## src/rtl/fetch_unit.sv

```systemverilog
// fetch_unit: program counter, instruction-memory request logic, prefetch
// queue with address tagging, and an optional ARM-style condition evaluator.
// Optional feature macro: FETCH_COND_EN.
//   defined   -> cond_pass evaluates ir[31:28] against nzcv
//   undefined -> cond_pass is tied to 1 and nzcv is ignored
// The queue is a shift queue: entry 0 is always the head, so ir/ir_pc come
// straight from registers with no read mux and no bypass from imem_rdata.
module fetch_unit #(
  parameter int                ADDR_W   = 32,
  parameter int                DEPTH    = 4,
  parameter logic [ADDR_W-1:0] RESET_PC = '0
) (
  input  logic              clk,
  input  logic              rst,
  output logic              imem_req,
  output logic [ADDR_W-1:0] imem_addr,
  input  logic [31:0]       imem_rdata,
  input  logic              redirect,
  input  logic [ADDR_W-1:0] redirect_pc,
  input  logic [3:0]        nzcv,
  input  logic              ir_ready,
  output logic              ir_valid,
  output logic [31:0]       ir,
  output logic [ADDR_W-1:0] ir_pc,
  output logic              cond_pass,
  output logic [4:0]        q_count
);

  localparam int CNT_W = 5;
  localparam int OCC_W = 6;

  // Fetch-side state
  logic [ADDR_W-1:0] pc_reg;
  logic [ADDR_W-1:0] pc_next;
  logic              inflight_reg;
  logic [ADDR_W-1:0] req_addr_reg;

  // Queue occupancy
  logic [CNT_W-1:0]  count_reg;
  logic [CNT_W-1:0]  count_next;

  // Queue storage; index 0 is the head
  logic [31:0]       q_instr_reg [DEPTH];
  logic [ADDR_W-1:0] q_pc_reg    [DEPTH];

  // Value each entry takes when the queue shifts towards the head
  logic [31:0]       shift_instr [DEPTH];
  logic [ADDR_W-1:0] shift_pc    [DEPTH];

  logic              pop;
  logic              push;
  logic [CNT_W-1:0]  wr_idx;
  logic [OCC_W-1:0]  occupancy;
  logic [ADDR_W-1:0] redirect_target;

  // A consumed head leaves; an in-flight response lands unless a redirect kills it
  assign pop  = ir_valid && ir_ready;
  assign push = inflight_reg && !redirect;

  // When popping, everything moves down one slot, so the new word lands one lower
  assign wr_idx = count_reg - CNT_W'(pop);

  // Slots that will be committed after this edge if no new request is made
  assign occupancy = {1'b0, count_reg} + OCC_W'(inflight_reg) - OCC_W'(pop);

  // Request only when the response is guaranteed a free slot; never during
  // a redirect, and never while reset is held
  assign imem_req = !rst && !redirect && (occupancy < OCC_W'(DEPTH));

  assign redirect_target = {redirect_pc[ADDR_W-1:2], 2'b00};

  assign imem_addr = pc_reg;
  assign q_count   = count_reg;
  assign ir_valid  = (count_reg != '0);
  assign ir        = q_instr_reg[0];
  assign ir_pc     = q_pc_reg[0];

  // Next PC: redirect wins, otherwise step one word per issued request (wraps)
  always_comb begin
    pc_next = pc_reg;
    if (redirect) begin
      pc_next = redirect_target;
    end else if (imem_req) begin
      pc_next = pc_reg + ADDR_W'(4);
    end
  end

  // Next occupancy: redirect empties the queue, otherwise push/pop bookkeeping
  always_comb begin
    count_next = count_reg;
    if (redirect) begin
      count_next = '0;
    end else begin
      count_next = count_reg + CNT_W'(push) - CNT_W'(pop);
    end
  end

  // PC, occupancy and in-flight tracking registers
  always_ff @(posedge clk or posedge rst) begin
    if (rst) begin
      pc_reg       <= RESET_PC;
      count_reg    <= '0;
      inflight_reg <= 1'b0;
      req_addr_reg <= '0;
    end else begin
      pc_reg       <= pc_next;
      count_reg    <= count_next;
      inflight_reg <= imem_req;
      req_addr_reg <= pc_reg;
    end
  end

  genvar gi;
  generate
    for (gi = 0; gi < DEPTH; gi++) begin : g_entry
      if (gi < DEPTH - 1) begin : g_shift
        assign shift_instr[gi] = q_instr_reg[gi+1];
        assign shift_pc[gi]    = q_pc_reg[gi+1];
      end else begin : g_top
        assign shift_instr[gi] = q_instr_reg[gi];
        assign shift_pc[gi]    = q_pc_reg[gi];
      end

      // Entry update: load the returning word at the tail, else shift on pop
      always_ff @(posedge clk or posedge rst) begin
        if (rst) begin
          q_instr_reg[gi] <= '0;
          q_pc_reg[gi]    <= '0;
        end else if (push && (wr_idx == CNT_W'(gi))) begin
          q_instr_reg[gi] <= imem_rdata;
          q_pc_reg[gi]    <= req_addr_reg;
        end else if (pop && !redirect) begin
          q_instr_reg[gi] <= shift_instr[gi];
          q_pc_reg[gi]    <= shift_pc[gi];
        end
      end
    end
  endgenerate

`ifdef FETCH_COND_EN
  logic flag_n;
  logic flag_z;
  logic flag_c;
  logic flag_v;

  assign flag_n = nzcv[3];
  assign flag_z = nzcv[2];
  assign flag_c = nzcv[1];
  assign flag_v = nzcv[0];

  // Evaluate the head instruction's condition field against the current flags
  always_comb begin
    cond_pass = 1'b1;
    case (ir[31:28])
      4'h0:    cond_pass = flag_z;
      4'h1:    cond_pass = !flag_z;
      4'h2:    cond_pass = flag_c;
      4'h3:    cond_pass = !flag_c;
      4'h4:    cond_pass = flag_n;
      4'h5:    cond_pass = !flag_n;
      4'h6:    cond_pass = flag_v;
      4'h7:    cond_pass = !flag_v;
      4'h8:    cond_pass = flag_c && !flag_z;
      4'h9:    cond_pass = !flag_c || flag_z;
      4'hA:    cond_pass = (flag_n == flag_v);
      4'hB:    cond_pass = (flag_n != flag_v);
      4'hC:    cond_pass = !flag_z && (flag_n == flag_v);
      4'hD:    cond_pass = flag_z || (flag_n != flag_v);
      default: cond_pass = 1'b1;
    endcase
  end
`else
  // Evaluator absent: every instruction passes, flags are don't-care
  logic unused_nzcv;
  assign unused_nzcv = ^nzcv;
  assign cond_pass   = 1'b1;
`endif

  // Low redirect bits are forced to zero, so they are intentionally dropped
  logic unused_pc_lsb;
  assign unused_pc_lsb = ^redirect_pc[1:0];

endmodule

```

## config.mk

```make
export PLATFORM = sky130hd
export DESIGN_NAME = fetch_unit
export DESIGN_NICKNAME = d
export VERILOG_FILES = /design/src/rtl/fetch_unit.sv
export SDC_FILE = /design/constraint.sdc
export NUM_CORES = 1
export LEC_CHECK = 0
export ABC_AREA = 1
export CAP_MARGIN = 20
export CORE_MARGIN = 2
export CORE_UTILIZATION = 42
export DETAILED_ROUTE_END_ITERATION = 6
export PLACE_DENSITY = 0.69
export RECOVER_POWER = 50
export SYNTH_ARGS = -nofsm -noshare
export SYNTH_HDL_FRONTEND = slang
export SYNTH_SLANG_ARGS = --single-unit
```

## constraint.sdc

```tcl
create_clock -name clk -period 11.85 [get_ports clk]
set_input_delay 2.37 -clock clk [delete_from_list [all_inputs] [get_ports clk]]
set_output_delay 2.37 -clock clk [all_outputs]
set_load 0.1 [all_outputs]
```

==> images/cell_classes.png <==
Drawn at 2 px/µm. Fill, decap, tap and diode cells in gray.
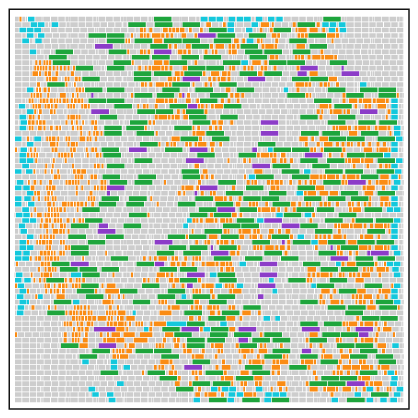
Purple marks clock drivers and dummy loads, cells 59. Orange marks all other logic, cells 1177. Cyan marks other buffers and delay cells, cells 180. Green marks flip-flops, cells 314.
Post-Layout Inst Area: 0.01818 mm²
count of standard-cell rows: 71
Core Area: 0.03758 mm²
post-layout util: 0.4837

==> images/density.png <==
Drawn at 1.5 px/µm. 20 x 20 tiles, from black (low) to pale yellow (high), 0 to 100% covered.
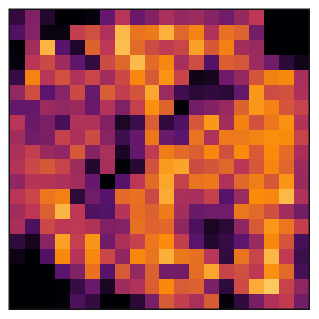
7.5% of the tiles are over 75% full. 7.5% of the tiles are nearly empty. The densest ninth of the die: right middle. The fullest tile reaches 89%.
fp util: 0.4253

==> notes.md <==
Figures from the implementation reports.

- The setup slack after placement is around 3.0 ns.
- The distinct cell type count after synthesis reads 34.
- The number of cells produced by synthesis is 1684.
- The post-synth area from yosys stat is around 0.016 mm².
- The buffer count from post-CTS setup fixing is 0.
- The maximum clock frequency is 0.1125 GHz.
- The area of the mapped netlist is 0.01598 mm².
- The worst path buffer plus inverter count is 5.
- The cell-internal power reads 0.002144 W.
- Per the cell usage report, the commonest logic cell in the layout is nand3_1.
- The final period demand of the worst path reads approximately 8.9 ns.
- The H-tree was split into 2 levels.
- The flow ran to the end, but the final reports show violations.
- The data arrival at the endpoint of the critical path reads just over 9 ns.
- The final global-route overflow total reads 0.
- The total detailed-routing wirelength reads 35650 µm.
- The adder-cell area share of the yosys netlist is 0.009865.
- The wire length of the first global-routing pass reads between 50000 and 60000 µm.
- The cell area power density is 194.1 mW/mm².
- The residual DRC count reads 0.
- Per the post-route antenna check, the number of violating nets is 0.
- The weighted congestion reported at the end of routability-driven placement reads 0.8400.
- Setup repair after global routing left no endpoint under its margin.
- The height of the chip is between 150 and 200 µm.
- The slowest stage of the critical path is the clkbuf_2 cell.
- The final setup violation count is 0.
- The width of the die is between 150 and 200 µm.
- Counting flops and latches in the post-synthesis netlist gives between 300 and 400.
- The kind of path behind the tightest hold check reads reg2reg.
- The overall global routing resource usage reads 0.1827.
- The sequential cell fraction of total power is 0.375.
- Ranked by power, first place goes to registers.
- The count of flip-flops with a built-in enable after synthesis reads 0.
- The share of layout cells above drive strength 1 is 0.1202.
- The category of the most critical setup path reads in2reg.
- The number of top-level design ports reads between 150 and 200.
- The most common logic cells in the final layout are nand3_1 (431), dfrtp_1 (314), nand2_1 (250), o211ai_2 (127), inv_1 (111).
- Counting pins that exceed their max-slew limit in the final report gives about 340.
- The reported sequential group power reads approximately 0.0013 W.
- Summing all multiplexer cells gives an area fraction of 0.
- For the final routed database, the setup TNS stands at 0 ns.
- The worst path required time is approximately 12 ns.
- The flip-flop and latch area is 0.007858 mm².
- Dividing the detail-routed via count by the number of cells gives ~5.3.
- The final reports fail on capacitance limit, slew limit.
- Traced cell by cell, the critical path runs through dlygate4sd3_1, clkbuf_1, nor2_4, clkbuf_2, inv_6, buf_4, nand3_1, o211ai_1.
- The worst hold slack is ~0.48 ns.
- The final antenna diode tally reported by the flow is 0.
- Of all flip-flops after synthesis, the portion carrying an async set or reset was 1.000.
- The number of buffers created by CTS reads 37.
- For this run, the number of standard cells in the final layout without fillers is between 2000 and 2500.
- The average instance in the mapped netlist occupies 9.490 µm².
- The combinational power reads about 0.0011 W.
- The share of synthesized cell area in and-or and or-and compound cells reads 0.1603.
- The power dissipated by switching net loads reads between 0.001 and 0.0015 W.
- The area share of and/or/nand/nor cells after synthesis is 0.2173.
- In this run the cell area measured after placement is approximately 0.017 mm².
- The sequential cell area fraction in the yosys report is 0.4917.
- The number of max-capacitance violations reported reads 3.
- The DRC violation total after the first TritonRoute iteration is 938.
- The root cell of the clock tree is clkbuf_16.
- The parity-gate share of the synthesized area counting xor and xnor cells reads 0.005950.
- According to the dpl log, the detail-placed design has an HPWL of 22020 µm.
- The total number of yosys warnings is 0.
- The flow measured a signed area growth from synthesis to layout of 13.74%.
- The stage logs contain a warning count of ~42.
- The average detailed-routed wire length per instance reads between 15 and 20 µm.
==> images/zoom.png <==
Region (87, 87) to (112, 112) µm. Cells in gray, sequential cells in the stronger gray; small squares are vias.
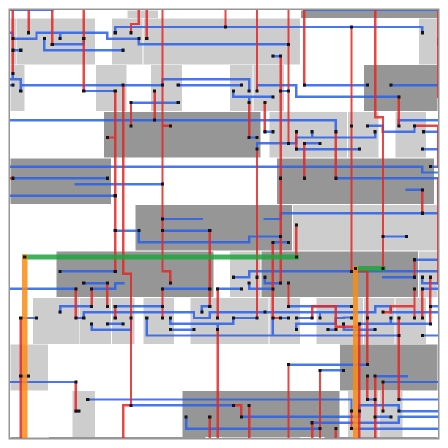
Blue marks met1. Green marks met3. Orange marks met4. Red marks met2.
Most frequent: nand3_1 (10), dfrtp_1 (8), nand2_1 (4). Netlist names of flops here include q_pc_reg (8). 35 logic cells have their middle in the window. Sequential cells in the window: 8.

==> images/final_clocks.png <==
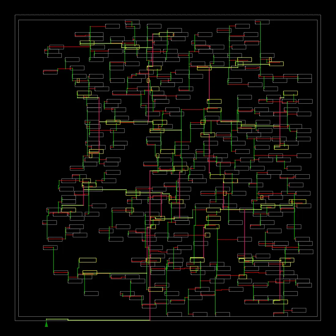
clock latency at the later pin of the worst-skew pair: 0.51 ns
power dissipated in the clock network: 0.00109 W

## layout make-up
class	count	area share
tap	511	0.03517
clock inverter	8	0.004130
multi-input combinational	1063	0.3464
sequential	314	0.4323
inverter	114	0.02388
timing repair buffer	180	0.09809
clock buffer	51	0.06002
## cell usage after synthesis, types with 4 or more instances
cell / n / area [µm²]
nand3_1: 430 / 2152
dfrtp_1: 314 / 7858
nand2_1: 250 / 938.4
o211ai_2: 128 / 1602
inv_1: 112 / 420.4
o21ai_0: 77 / 385.4
buf_4: 68 / 510.5
o211ai_1: 58 / 435.4
buf_6: 54 / 608.1
clkbuf_1: 52 / 195.2
nor2_1: 37 / 138.9
buf_1: 19 / 71.32
a21oi_1: 14 / 70.07
nor3_1: 12 / 60.06
ha_1: 11 / 137.6
nand4_1: 6 / 37.54
nor4_1: 6 / 37.54
xor2_1: 6 / 52.55
nand3_4: 4 / 70.07
o31ai_1: 4 / 30.03
## path summary, 6_finish.rpt
check / endpoint / slack [ns] / cells after the start / from
max in group asynchronous: ir[4]$_DFFE_PP0P_ / 4.86 / 4 / rst
min reg2reg: q_pc_reg[7]$_DFFE_PP0P_ / 0.48 / 2 / q_pc_reg[7]$_DFFE_PP0P_
max: ir_pc[16]$_DFFE_PP0P_ / 2.96 / 8 / redirect
max reg2reg: q_instr_reg[71]$_DFFE_PP0P_ / 5.49 / 12 / q_count[2]$_DFF_PP0_
min: q_pc_reg[7]$_DFFE_PP0P_ / 0.48 / 2 / q_pc_reg[7]$_DFFE_PP0P_
min in group asynchronous: inflight_reg$_DFF_PP0_ / 3.82 / 2 / rst
## layer usage
layer / wire [µm] / track usage / up-vias
li1: - / - / 5834
met2: 15820 / 0.2769 / 305
met1: 17390 / 0.2736 / 5729
met3: 1817 / 0.02717 / 43
met5: 0 / 0 / -
met4: 622 / 0.04616 / 0
Power is estimated from default activity; no workload was simulated.
